**Run 1: placement density heat map**

Drawn at 4 px/um. 8 x 8 tiles, from dark blue (low) to red (high), 0 to 100% covered.
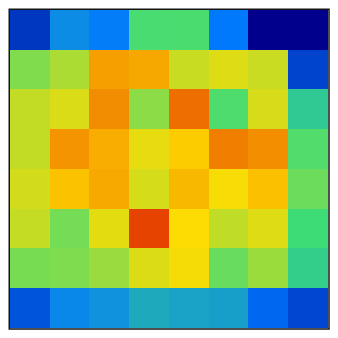
**Run 1: M3 wires**

Drawn at 6 px/um.
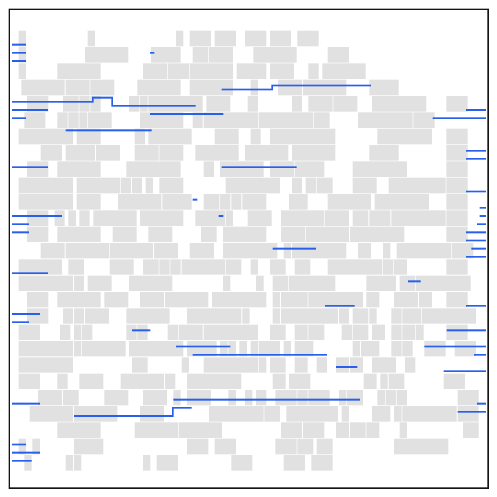
**Run 1: routed clock nets over the placement**

Drawn at 4 px/um.
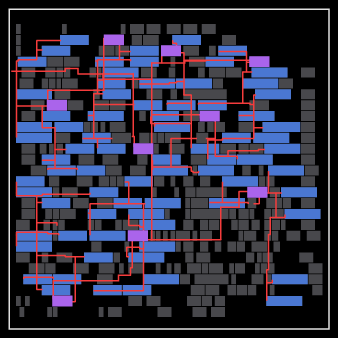
`config.mk`:
```
export PLATFORM = sky130hd
export DESIGN_NAME = accel_sequencer_flat
export DESIGN_NICKNAME = d
export VERILOG_FILES = /design/src/rtl/battleship_pkg.sv /design/src/rtl/accel_sequencer_if.sv /design/src/rtl/accel_word_packer.sv /design/src/rtl/accel_sequencer.sv /design/src/flat_wrapper.sv
export SDC_FILE = /design/constraint.sdc
export NUM_CORES = 1
export LEC_CHECK = 0
export ABC_AREA = 0
export CAP_MARGIN = 15
export CORE_UTILIZATION = 50
export DETAILED_ROUTE_END_ITERATION = 10
export PLACE_DENSITY = 0.77
export REMOVE_ABC_BUFFERS = 1
export SYNTH_ARGS = -nofsm -noshare
export SYNTH_HDL_FRONTEND = slang
export SYNTH_SLANG_ARGS = --single-unit
```
`constraint.sdc`:
```
create_clock -name clk -period 2.7 [get_ports clk]
set_input_delay 0.27 -clock clk [delete_from_list [all_inputs] [get_ports clk]]
set_output_delay 0.27 -clock clk [all_outputs]
set_load 0.01 [all_outputs]
```
`src/rtl/battleship_pkg.sv`:
```
// Shared types and constants for the ship-placement accelerator front end.
// Holds the ship table entry type, update_ship word slot layout and sequencer states.
`timescale 1ns/1ps
package battleship_pkg;

  localparam int         NUM_SHIPS    = 5;
  localparam logic [2:0] NO_SHIP_TYPE = 3'b111;

  // Slot layout inside a 32-bit update_ship word; bits [9:0] are always zero.
  localparam int UPPER_POS_LSB  = 25;
  localparam int UPPER_VERT_BIT = 24;
  localparam int UPPER_TYPE_LSB = 21;
  localparam int LOWER_POS_LSB  = 14;
  localparam int LOWER_VERT_BIT = 13;
  localparam int LOWER_TYPE_LSB = 10;

  typedef struct packed {
    logic [6:0] pos;
    logic       vert;
  } ship_entry_t;

  typedef enum logic [2:0] {
    SEQ_IDLE,
    SEQ_LOAD0,
    SEQ_LOAD1,
    SEQ_LOAD2,
    SEQ_START,
    SEQ_DONE
  } seq_state_e;

endpackage

```
`src/rtl/accel_sequencer_if.sv`:
```
// CPU-side and accelerator-side signals of the sequencer, bundled as one interface.
// slave = the sequencer; master = the CPU and accelerator it talks to.
`timescale 1ns/1ps
interface accel_sequencer_if;

  logic        ship_wr;
  logic [2:0]  ship_type;
  logic [6:0]  ship_pos;
  logic        ship_vert;
  logic        ship_ready;
  logic        clear;
  logic        check_req;
  logic [31:0] acc_data;
  logic        acc_update_ship;
  logic        acc_start;
  logic        acc_valid;
  logic        result_valid;
  logic        result_ok;
  logic        result_missing;
  logic        result_ack;
  logic        busy;

  modport slave (
    input  ship_wr, ship_type, ship_pos, ship_vert, clear, check_req, acc_valid, result_ack,
    output ship_ready, acc_data, acc_update_ship, acc_start,
           result_valid, result_ok, result_missing, busy
  );

  modport master (
    output ship_wr, ship_type, ship_pos, ship_vert, clear, check_req, acc_valid, result_ack,
    input  ship_ready, acc_data, acc_update_ship, acc_start,
           result_valid, result_ok, result_missing, busy
  );

endinterface

```
`src/rtl/accel_word_packer.sv`:
```
// Packs two ship entries with their type codes into one update_ship word.
`timescale 1ns/1ps
module accel_word_packer
  import battleship_pkg::*;
(
  input  ship_entry_t hi,
  input  logic [2:0]  hi_type,
  input  ship_entry_t lo,
  input  logic [2:0]  lo_type,
  output logic [31:0] word
);

  // NOTE: every bit gets a default before the slot fields so no latch is inferred.
  always_comb begin
    word                          = '0;
    word[UPPER_POS_LSB +: 7]      = hi.pos;
    word[UPPER_VERT_BIT]          = hi.vert;
    word[UPPER_TYPE_LSB +: 3]     = hi_type;
    word[LOWER_POS_LSB +: 7]      = lo.pos;
    word[LOWER_VERT_BIT]          = lo.vert;
    word[LOWER_TYPE_LSB +: 3]     = lo_type;
  end

endmodule

```
`src/rtl/accel_sequencer.sv`:
```
// Collects five ship placements, streams them to the accelerator as three
// update_ship words, runs the start window and holds the verdict until acked.
`timescale 1ns/1ps
module accel_sequencer
  import battleship_pkg::*;
#(
  parameter int SETTLE_CYCLES = 2
) (
  input logic              clk,
  input logic              rst_n,
  accel_sequencer_if.slave bus
);

  localparam int CW = (SETTLE_CYCLES > 1) ? $clog2(SETTLE_CYCLES) : 1;

  seq_state_e                  state, state_next;
  ship_entry_t [NUM_SHIPS-1:0] ships, ships_d;
  logic [NUM_SHIPS-1:0]        mask, mask_d;
  logic [CW-1:0]               cnt, cnt_d;

  ship_entry_t hi, lo;
  logic [2:0]  hi_type, lo_type;
  logic [31:0] packed_word;

  logic [31:0] data_d;
  logic        update_d, start_d, valid_d, ok_d, missing_d, busy_d, ready_d;

  // Table writes are only honoured in IDLE; clear beats a simultaneous write.
  always_comb begin
    ships_d = ships;
    mask_d  = mask;
    if (state == SEQ_IDLE) begin
      if (bus.clear) begin
        mask_d = '0;
      end else if (bus.ship_wr) begin
        for (int i = 0; i < NUM_SHIPS; i++) begin
          if (bus.ship_type == 3'(i)) begin
            ships_d[i] = '{pos: bus.ship_pos, vert: bus.ship_vert};
            mask_d[i]  = 1'b1;
          end
        end
      end
    end
  end

  // NOTE: entries are not reset; the mask alone says which ones are meaningful.
  always_ff @(posedge clk) begin
    ships <= ships_d;
  end

  // NOTE: sequential state uses non-blocking assignments so all registers update together.
  always_ff @(posedge clk or negedge rst_n) begin
    if (!rst_n) begin
      state <= SEQ_IDLE;
      mask  <= '0;
      cnt   <= '0;
    end else begin
      state <= state_next;
      mask  <= mask_d;
      cnt   <= cnt_d;
    end
  end

  always_comb begin
    state_next = state;
    cnt_d      = cnt;
    case (state)
      SEQ_IDLE:  if (bus.check_req) state_next = (&mask_d) ? SEQ_LOAD0 : SEQ_DONE;
      SEQ_LOAD0: state_next = SEQ_LOAD1;
      SEQ_LOAD1: state_next = SEQ_LOAD2;
      SEQ_LOAD2: begin
        state_next = SEQ_START;
        cnt_d      = CW'(SETTLE_CYCLES - 1);
      end
      SEQ_START: begin
        if (cnt == '0) state_next = SEQ_DONE;
        else           cnt_d      = cnt - 1'b1;
      end
      SEQ_DONE:  if (bus.result_ack) state_next = SEQ_IDLE;
      default:   state_next = SEQ_IDLE;
    endcase
  end

  // Outputs are computed for the upcoming state and registered, so they line up with it.
  always_comb begin
    hi      = ships_d[4];
    hi_type = 3'd4;
    lo      = '0;
    lo_type = NO_SHIP_TYPE;
    case (state_next)
      SEQ_LOAD0: begin hi = ships_d[0]; hi_type = 3'd0; lo = ships_d[1]; lo_type = 3'd1; end
      SEQ_LOAD1: begin hi = ships_d[2]; hi_type = 3'd2; lo = ships_d[3]; lo_type = 3'd3; end
      default: ;
    endcase
  end

  accel_word_packer u_packer (
    .hi      (hi),
    .hi_type (hi_type),
    .lo      (lo),
    .lo_type (lo_type),
    .word    (packed_word)
  );

  always_comb begin
    data_d    = '0;
    update_d  = 1'b0;
    start_d   = 1'b0;
    valid_d   = 1'b0;
    ok_d      = bus.result_ok;
    missing_d = bus.result_missing;
    case (state_next)
      SEQ_LOAD0, SEQ_LOAD1, SEQ_LOAD2: begin
        data_d   = packed_word;
        update_d = 1'b1;
      end
      SEQ_START: start_d = 1'b1;
      SEQ_DONE:  valid_d = 1'b1;
      default: ;
    endcase
    if (state == SEQ_IDLE && state_next == SEQ_DONE) begin
      ok_d      = 1'b0;
      missing_d = 1'b1;
    end
    if (state == SEQ_START && state_next == SEQ_DONE) begin
      ok_d      = bus.acc_valid;
      missing_d = 1'b0;
    end
    if (state_next == SEQ_IDLE) begin
      ok_d      = 1'b0;
      missing_d = 1'b0;
    end
    busy_d  = (state_next != SEQ_IDLE);
    ready_d = (state_next == SEQ_IDLE);
  end

  always_ff @(posedge clk or negedge rst_n) begin
    if (!rst_n) begin
      bus.acc_data        <= '0;
      bus.acc_update_ship <= 1'b0;
      bus.acc_start       <= 1'b0;
      bus.result_valid    <= 1'b0;
      bus.result_ok       <= 1'b0;
      bus.result_missing  <= 1'b0;
      bus.busy            <= 1'b0;
      bus.ship_ready      <= 1'b1;
    end else begin
      bus.acc_data        <= data_d;
      bus.acc_update_ship <= update_d;
      bus.acc_start       <= start_d;
      bus.result_valid    <= valid_d;
      bus.result_ok       <= ok_d;
      bus.result_missing  <= missing_d;
      bus.busy            <= busy_d;
      bus.ship_ready      <= ready_d;
    end
  end

endmodule

```
`src/flat_wrapper.sv`:
```
// flat-port wrapper written by rule: the top's interface ports become plain ports
module accel_sequencer_flat import battleship_pkg::*;
#(
  parameter int SETTLE_CYCLES = 2
)
  (clk, rst_n, bus_ship_wr, bus_ship_type, bus_ship_pos, bus_ship_vert, bus_clear, bus_check_req, bus_acc_valid, bus_result_ack, bus_ship_ready, bus_acc_data, bus_acc_update_ship, bus_acc_start, bus_result_valid, bus_result_ok, bus_result_missing, bus_busy);
  accel_sequencer_if bus_i ();
  input logic clk;
  input logic rst_n;
  input wire logic [$bits(bus_i.ship_wr)-1:0] bus_ship_wr;
  input wire logic [$bits(bus_i.ship_type)-1:0] bus_ship_type;
  input wire logic [$bits(bus_i.ship_pos)-1:0] bus_ship_pos;
  input wire logic [$bits(bus_i.ship_vert)-1:0] bus_ship_vert;
  input wire logic [$bits(bus_i.clear)-1:0] bus_clear;
  input wire logic [$bits(bus_i.check_req)-1:0] bus_check_req;
  input wire logic [$bits(bus_i.acc_valid)-1:0] bus_acc_valid;
  input wire logic [$bits(bus_i.result_ack)-1:0] bus_result_ack;
  output wire logic [$bits(bus_i.ship_ready)-1:0] bus_ship_ready;
  output wire logic [$bits(bus_i.acc_data)-1:0] bus_acc_data;
  output wire logic [$bits(bus_i.acc_update_ship)-1:0] bus_acc_update_ship;
  output wire logic [$bits(bus_i.acc_start)-1:0] bus_acc_start;
  output wire logic [$bits(bus_i.result_valid)-1:0] bus_result_valid;
  output wire logic [$bits(bus_i.result_ok)-1:0] bus_result_ok;
  output wire logic [$bits(bus_i.result_missing)-1:0] bus_result_missing;
  output wire logic [$bits(bus_i.busy)-1:0] bus_busy;
  assign bus_i.ship_wr = bus_ship_wr;
  assign bus_i.ship_type = bus_ship_type;
  assign bus_i.ship_pos = bus_ship_pos;
  assign bus_i.ship_vert = bus_ship_vert;
  assign bus_i.clear = bus_clear;
  assign bus_i.check_req = bus_check_req;
  assign bus_i.acc_valid = bus_acc_valid;
  assign bus_i.result_ack = bus_result_ack;
  assign bus_ship_ready = bus_i.ship_ready;
  assign bus_acc_data = bus_i.acc_data;
  assign bus_acc_update_ship = bus_i.acc_update_ship;
  assign bus_acc_start = bus_i.acc_start;
  assign bus_result_valid = bus_i.result_valid;
  assign bus_result_ok = bus_i.result_ok;
  assign bus_result_missing = bus_i.result_missing;
  assign bus_busy = bus_i.busy;
  accel_sequencer #(.SETTLE_CYCLES(SETTLE_CYCLES)) u_core (.clk(clk), .rst_n(rst_n), .bus(bus_i));
endmodule
```
==> flow_summary.json, run 1 <==
{
  "dominant_cells": "sequential cells",
  "yosys_area_um2": 3010,
  "comb_power_share_pct": 31.6,
  "yosysUniqueCellTypes": 46,
  "pg_seq_mw": 1.74,
  "p_int_mw": 2.66,
  "reg2reg_to": "u_core.bus.acc_data[26]",
  "nNonClkBuffers": 58,
  "grt-ovfl-total": 0,
  "cts_htree_levels": 3,
  "synth_seq_share_pct": 55.8,
  "grt_pass1_vias": 2071,
  "grt_use_met1_pct": 25.1,
  "yosys_cells": 259,
  "fin_nets": 333,
  "critPathKind": "reg -> reg",
  "die_y_um": 79.6,
  "grt_max_degree": 36,
  "fillers": 453,
  "met2_usage_pct": 37.1,
  "finalHoldWorstSlack_ps": 329,
  "largest_register_ffs": 40,
  "ff_count": 75,
  "antenna_found_initial": 0,
  "synth_area_um2": 3010,
  "worstPathArrival_ps": 2490,
  "lay_top_count": "clkdlybuf4s50_1",
  "regMostFlops": "u_core.ships",
  "syn_area_per_cell_um2": 11.6,
  "finalClockPeriodUsage_pct": 82.4,
  "io_buffer_count": 45,
  "antennaDiodeCount": 0,
  "swShare_pct": 30.8,
  "worstSetupEndpoint": "u_core.bus.acc_data[26]",
  "maxPowerGroup": "sequential cells",
  "power_switching_mw": 1.18,
  "die_w_um": 79.6,
  "cts_made_buffers": 9,
  "antenna_left": 0,
  "finalNonFillerCells": 392,
  "wl_per_cell_um": 15.7,
  "final_cell_mix": "clkdlybuf4s50_1 (45), mux2_2 (41), dfxtp_1 (40), dfrtp_1 (34), nand2_1 (23)",
  "hp-class": "in -> async",
  "max_freq_ghz": 0.449,
  "reg_top3": "u_core.ships (40), u_core.bus.acc_data (20), u_core.mask (5)",
  "seq_area_share_pct": 44.9,
  "worstMarginPinSlew_ps": 544,
  "warning_count": 25,
  "cts-root-buf": "clkbuf_8",
  "r2r_cells": 6,
  "crit_required_ps": 2960,
  "rsz0062_at_grt": "no",
  "status": "finished, final reports clean",
  "logic_area_um2": 1200,
  "cts_tree": "yes",
  "track_usage_pct": 21.7,
  "power_density_nw_per_um2": 1030,
  "cts_resized": 0,
  "timing.rr.start": "u_core.state[2]",
  "drc": 0,
  "wl_met3_um": 325,
  "inv_count": 4,
  "areaGrowthSynthToFinish_pct": 24.2,
  "nonClkBufAreaFrac_pct": 14.7
}
-- 'placement density heat map' (at the start) --
nearly empty tiles: 3.1%
fullest tile: 93%
mean over tiles: 58%
tiles over 75% full: 22%
Core Util, Final: 66.2%
Core Area: 5640 um^2
Starting Density: 53.3%

-- 'M3 wires' (at the start) --
longest straight run: 30.8 um
main direction: horizontal
share of all routed wire: 5.3%
GRT met3 Usage: 7.09%
DR vias: 2126
routed wire length: 6.16 mm

-- 'routed clock nets over the placement' (at the start) --
legend:
  flip-flops:
    colour: blue
    count: 75
  cells driving clock nets:
    colour: purple
    count: 9
  clock wires:
    colour: red
    length: 844 um
flops lie: spread over the die
routed clock nets: 10
worst skew pair latency: 360 ps
clock distribution power: 0.886 mW
final setup skew: 7.11 ps
part of the power in the clock network: 23.1%

## run 1: metrics by stage
| stage | instance area [um^2] | worst slack [ps] |
|---|---|---|
| 6_report | 3740 | 475 |
| 4_1_cts | 3740 | 479 |
| 2_1_floorplan | 2890 | 163 |
| 5_1_grt | 3740 | 278 |
| 3_3_place_gp | 3530 | 344 |
| 3_5_place_dp | 3530 | 307 |
## run 1: critical path: stages, from the launching register on
cell and delay (ps):
dfrtp_1 540, nor4b_4 410, nand4b_1 220, a221oi_4 360, buf_4 290, nand3_1 100, o21ai_0 200
## run 1: cells in the mapped netlist, types with 2 or more instances
cell	count	area, um^2
o21bai_1	2	15.0
a21o_1	2	15.0
and3_1	2	12.5
and2_1	2	12.5
o21ai_0	15	75.1
nor2_1	6	22.5
inv_1	4	15.0
buf_2	3	15.0
clkbuf_1	3	11.3
o21ai_1	5	25.0
nand3_1	17	85.1
a22oi_1	8	60.1
dfxtp_1	40	801
a21oi_1	4	20.0
nor2b_1	3	18.8
dfrtp_1	34	851
or2_2	2	12.5
nor3_1	4	20.0
buf_4	14	105
nand2_1	23	86.3
mux2_2	41	462
## run 1: worst min-delay path by stage
stage,start,end,slack (ps)
floorplan,rst_n,u_core.bus.acc_data[10],-30
global placement,u_core.ships[2],u_core.ships[2],450
detailed placement,u_core.ships[9],u_core.ships[9],460
CTS,rst_n,u_core.mask[3],340
global route,rst_n,u_core.bus.result_valid,380
finish,rst_n,u_core.cnt,330
## run 1: cell families (layout without fill, tap and decap cells)
group / count (synthesis) / after routing / synth area share [%]
other cells: 1 / 11 / 0.125
xor+xnor: 1 / 1 / 0.291
buf+inv: 27 / 78 / 5.53
flops: 75 / 75 / 55.8
compound gates: 47 / 47 / 11.2
mux: 41 / 41 / 15.3
simple gates: 67 / 67 / 11.7
==> run 2, diff against run 1 <==
clock period = 2.1 ns   (was 2.7 ns; I/O delays follow)
**Run 2: placement density heat map**

Drawn at 4 px/um. 8 x 8 tiles, from dark blue (low) to red (high), 0 to 100% covered.
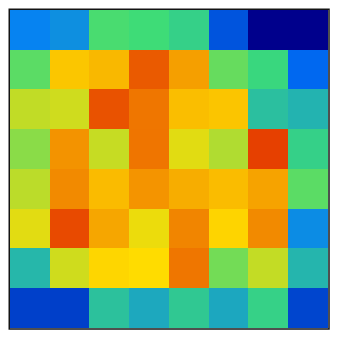
nearly empty tiles: 3.1%
emptiest ninth of the die: top right
mean over tiles: 60%
fullest tile: 93%
tiles over 75% full: 38%
Core Util, Final: 68.6%

**Run 2: port wiring**

Drawn at 3 px/um.
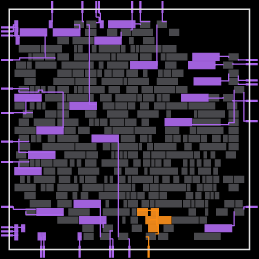
legend:
  bus_clear:
    colour: orange
    bits: 1
    direction: input
    edge: bottom
    end_cells: 4
    buffers: 1
    wire: 23.9 um
  bus_acc_data:
    colour: purple
    bits: 32
    direction: output
    edge: 12 left, 7 top, 7 right, 6 bottom
    end_cells: 31
    buffers: 21
    wire: 398 um
# IOs: 57
Port-buffer cells: 45

==> run 2 against run 1 <==
  * Sequential share of layout area fell by 1.5 points
  * Non-clock buffer count rose by 11
  * Flip-flop count unchanged
  * Critical path type unchanged
==> flow_summary.json, run 2 <==
{
  "status": "finished, final reports clean",
  "max_freq_ghz": 0.503,
  "drc": 0,
  "yosys_cells": 259,
  "reg2reg_to": "u_core.bus.result_ok",
  "comb_cells": 167,
  "setup-violations-final": 0,
  "grt_pass1_vias": 2120,
  "cts_made_buffers": 9,
  "logic_area_um2": 1210,
  "warning_count": 25,
  "placed_area_um2": 3640,
  "synth.most_common_cell": "mux2_2",
  "antenna_found_initial": 0,
  "hpwlAfterDp_mm": 4.26,
  "drt-initial-drc-count": 104,
  "taps": 72,
  "power_mw": 5.17,
  "finalCriticalPeriod_ps": 1990,
  "cts-root-buf": "clkbuf_8",
  "lay_top_count": "clkdlybuf4s50_1",
  "crit_required_ps": 2320,
  "clock_sink_count": 75,
  "ff_count": 75,
  "synth_seq_share_pct": 55.8,
  "finalNonFillerCells": 403,
  "clock_buffers": 10,
  "leakage_nw": 1.68,
  "worstPathArrival_ps": 2210,
  "clk_latency_ps": 330,
  "wl_per_cell_um": 15.5,
  "regMostFlops": "u_core.ships",
  "setup.worst_path.start": "u_core.state[1]",
  "largest_register_ffs": 40,
  "globalplace.congestion": 0.794,
  "dominant_cells": "sequential cells",
  "firstDrtPassIters": 4,
  "drive_gt1_share_pct": 27.8,
  "worstSetupStartpointType": "register",
  "hp-class": "in -> async",
  "worstSetupEndpoint": "u_core.bus.result_ok",
  "detail_route.vias_per_cell": 5.32,
  "final_area_um2": 3870,
  "flop_cell": "dfxtp_1",
  "critPathKind": "reg -> reg",
  "finalHoldWorstSlack_ps": 290,
  "antennaDiodeCount": 0,
  "track_usage_pct": 22.3,
  "inv_count": 4,
  "finalHoldViolCount": 0,
  "r2r_cells": 5,
  "ys_seq_elements": 75,
  "power_density_nw_per_um2": 1340,
  "grt_max_degree": 36,
  "yosysUniqueCellTypes": 46,
  "core_um2": 5640,
  "ys_top_cells_by_area": "dfrtp_1 (28%), dfxtp_1 (27%), mux2_2 (15%), buf_4 (3.5%), nand2_1 (2.9%)",
  "reg_top3": "u_core.ships (40), u_core.bus.acc_data (20), u_core.mask (5)",
  "synth.top_cells.by_count": "mux2_2 (41), dfxtp_1 (40), dfrtp_1 (34)",
  "fin_nets": 344,
  "end_kind": "register",
  "die_w_um": 79.6,
  "antenna_left": 0,
  "die_y_um": 79.6,
  "finalClockPeriodUsage_pct": 94.6,
  "nonClkBufAreaFrac_pct": 17.0,
  "cts_htree_levels": 3,
  "grt_pass1_wl_mm": 10.5,
  "place_inst": 387,
  "fp_util_pct": 53.3,
  "clock_area_share_pct": 5.76,
  "final_max_slew_viol_count": 0,
  "rsz0062_at_grt": "no",
  "ctsHoldBuffers": 0,
  "cts_setup_buffers": 0,
  "clkTransAtPathRegs_ps": 70,
  "top_area_share_pct": 28.3,
  "ys_async_sr_fraction_pct": 46.7,
  "reg2reg_slack_ps": 110,
  "final_cell_mix": "clkdlybuf4s50_1 (45), mux2_2 (41), dfxtp_1 (40), dfrtp_1 (34), nand2_1 (23)",
  "cp_max_fo": 7,
  "wirelength_mm": 6.25,
  "yosys_area_um2": 3010,
  "fillers": 430,
  "postSynthCellCount": 259,
  "final-seq-area_um2": 1680,
  "max-vdd-ir-drop_mv": 0.806,
  "synth_area_um2": 3010,
  "cts_tree": "yes",
  "seq_area_share_pct": 43.4,
  "drv_cap": 0,
  "grt-ovfl-total": 0,
  "rows": 27,
  "die_area_um2": 6330,
  "cts_resized": 0,
  "timing.rr.start": "u_core.state[1]",
  "syn_area_per_cell_um2": 11.6,
  "clock_path_buffers": 2,
  "nNonClkBuffers": 69,
  "via_count": 2142,
  "areaGrowthSynthToFinish_pct": 28.6,
  "finClkSkew_ps": 5.34,
  "edf_count": 0,
  "ys_warn_count": 0,
  "yosysTopAreaCell": "dfrtp_1",
  "comb_area_share_pct": 31.2
}
==> run 2: cell types whose count changed in the layout (fill, tap and decap cells not counted), sizes merged <==
cell,change
buf,+11
bufinv,+1
clkbuf,-3
clkinv,+2
==> run 2: logic make-up after synthesis <==
group	share of synthesized area [%]
other	0.125
flip-flops	55.8
multiplexers	15.3
buffers and inverters	5.53
AND-OR/OR-AND	11.2
AND/OR/NAND/NOR	11.7
XOR/XNOR	0.291
==> run 2: per-layer routing <==
| metal | up-vias | track usage [%] | wire length [um] |
|---|---|---|---|
| met2 | 56 | 36.9 | 3050 |
| li1 | 1031 | - | - |
| met3 | 7 | 5.49 | 257 |
| met5 | - | 0 | 0 |
| met4 | 0 | 7.09 | 78 |
| met1 | 1048 | 28.5 | 2860 |
==> run 2: power breakdown <==
group          internal [mW]  leakage [nW]  switching [mW]
Combinational          0.916         0.767           0.840
Sequential              1.98         0.797           0.205
Clock                  0.702         0.117           0.520
==> run 2: per-stage QoR <==
step / worst slack [ps] / setup TNS (ps)
final: 113 / 0
after global routing: 23.5 / 0
after CTS: 115 / 0
after detailed placement: -132 / -1410
after global placement: -101 / -1000
after floorplan: -437 / -5570
==> run 2: worst max-delay path, stage by stage (launching register included) <==
cell	delay (ps)
dfrtp_1	470
or4b_2	720
nand2_1	170
a221oi_4	100
and3_1	200
o221a_1	210
==> run 2: worst min path at each step <==
stage / startpoint / end / slack [ps] / cells past startpoint
detailed placement: u_core.ships[34] / u_core.ships[34] / 460 / 1
finish: rst_n / u_core.bus.acc_data[11] / 290 / 2
global route: rst_n / u_core.bus.acc_data[31] / 340 / 2
global placement: u_core.ships[9] / u_core.ships[9] / 450 / 1
floorplan: rst_n / u_core.bus.acc_data[10] / -90 / 0
CTS: rst_n / u_core.bus.acc_data[11] / 300 / 2
Power is estimated from default activity; no workload was simulated.
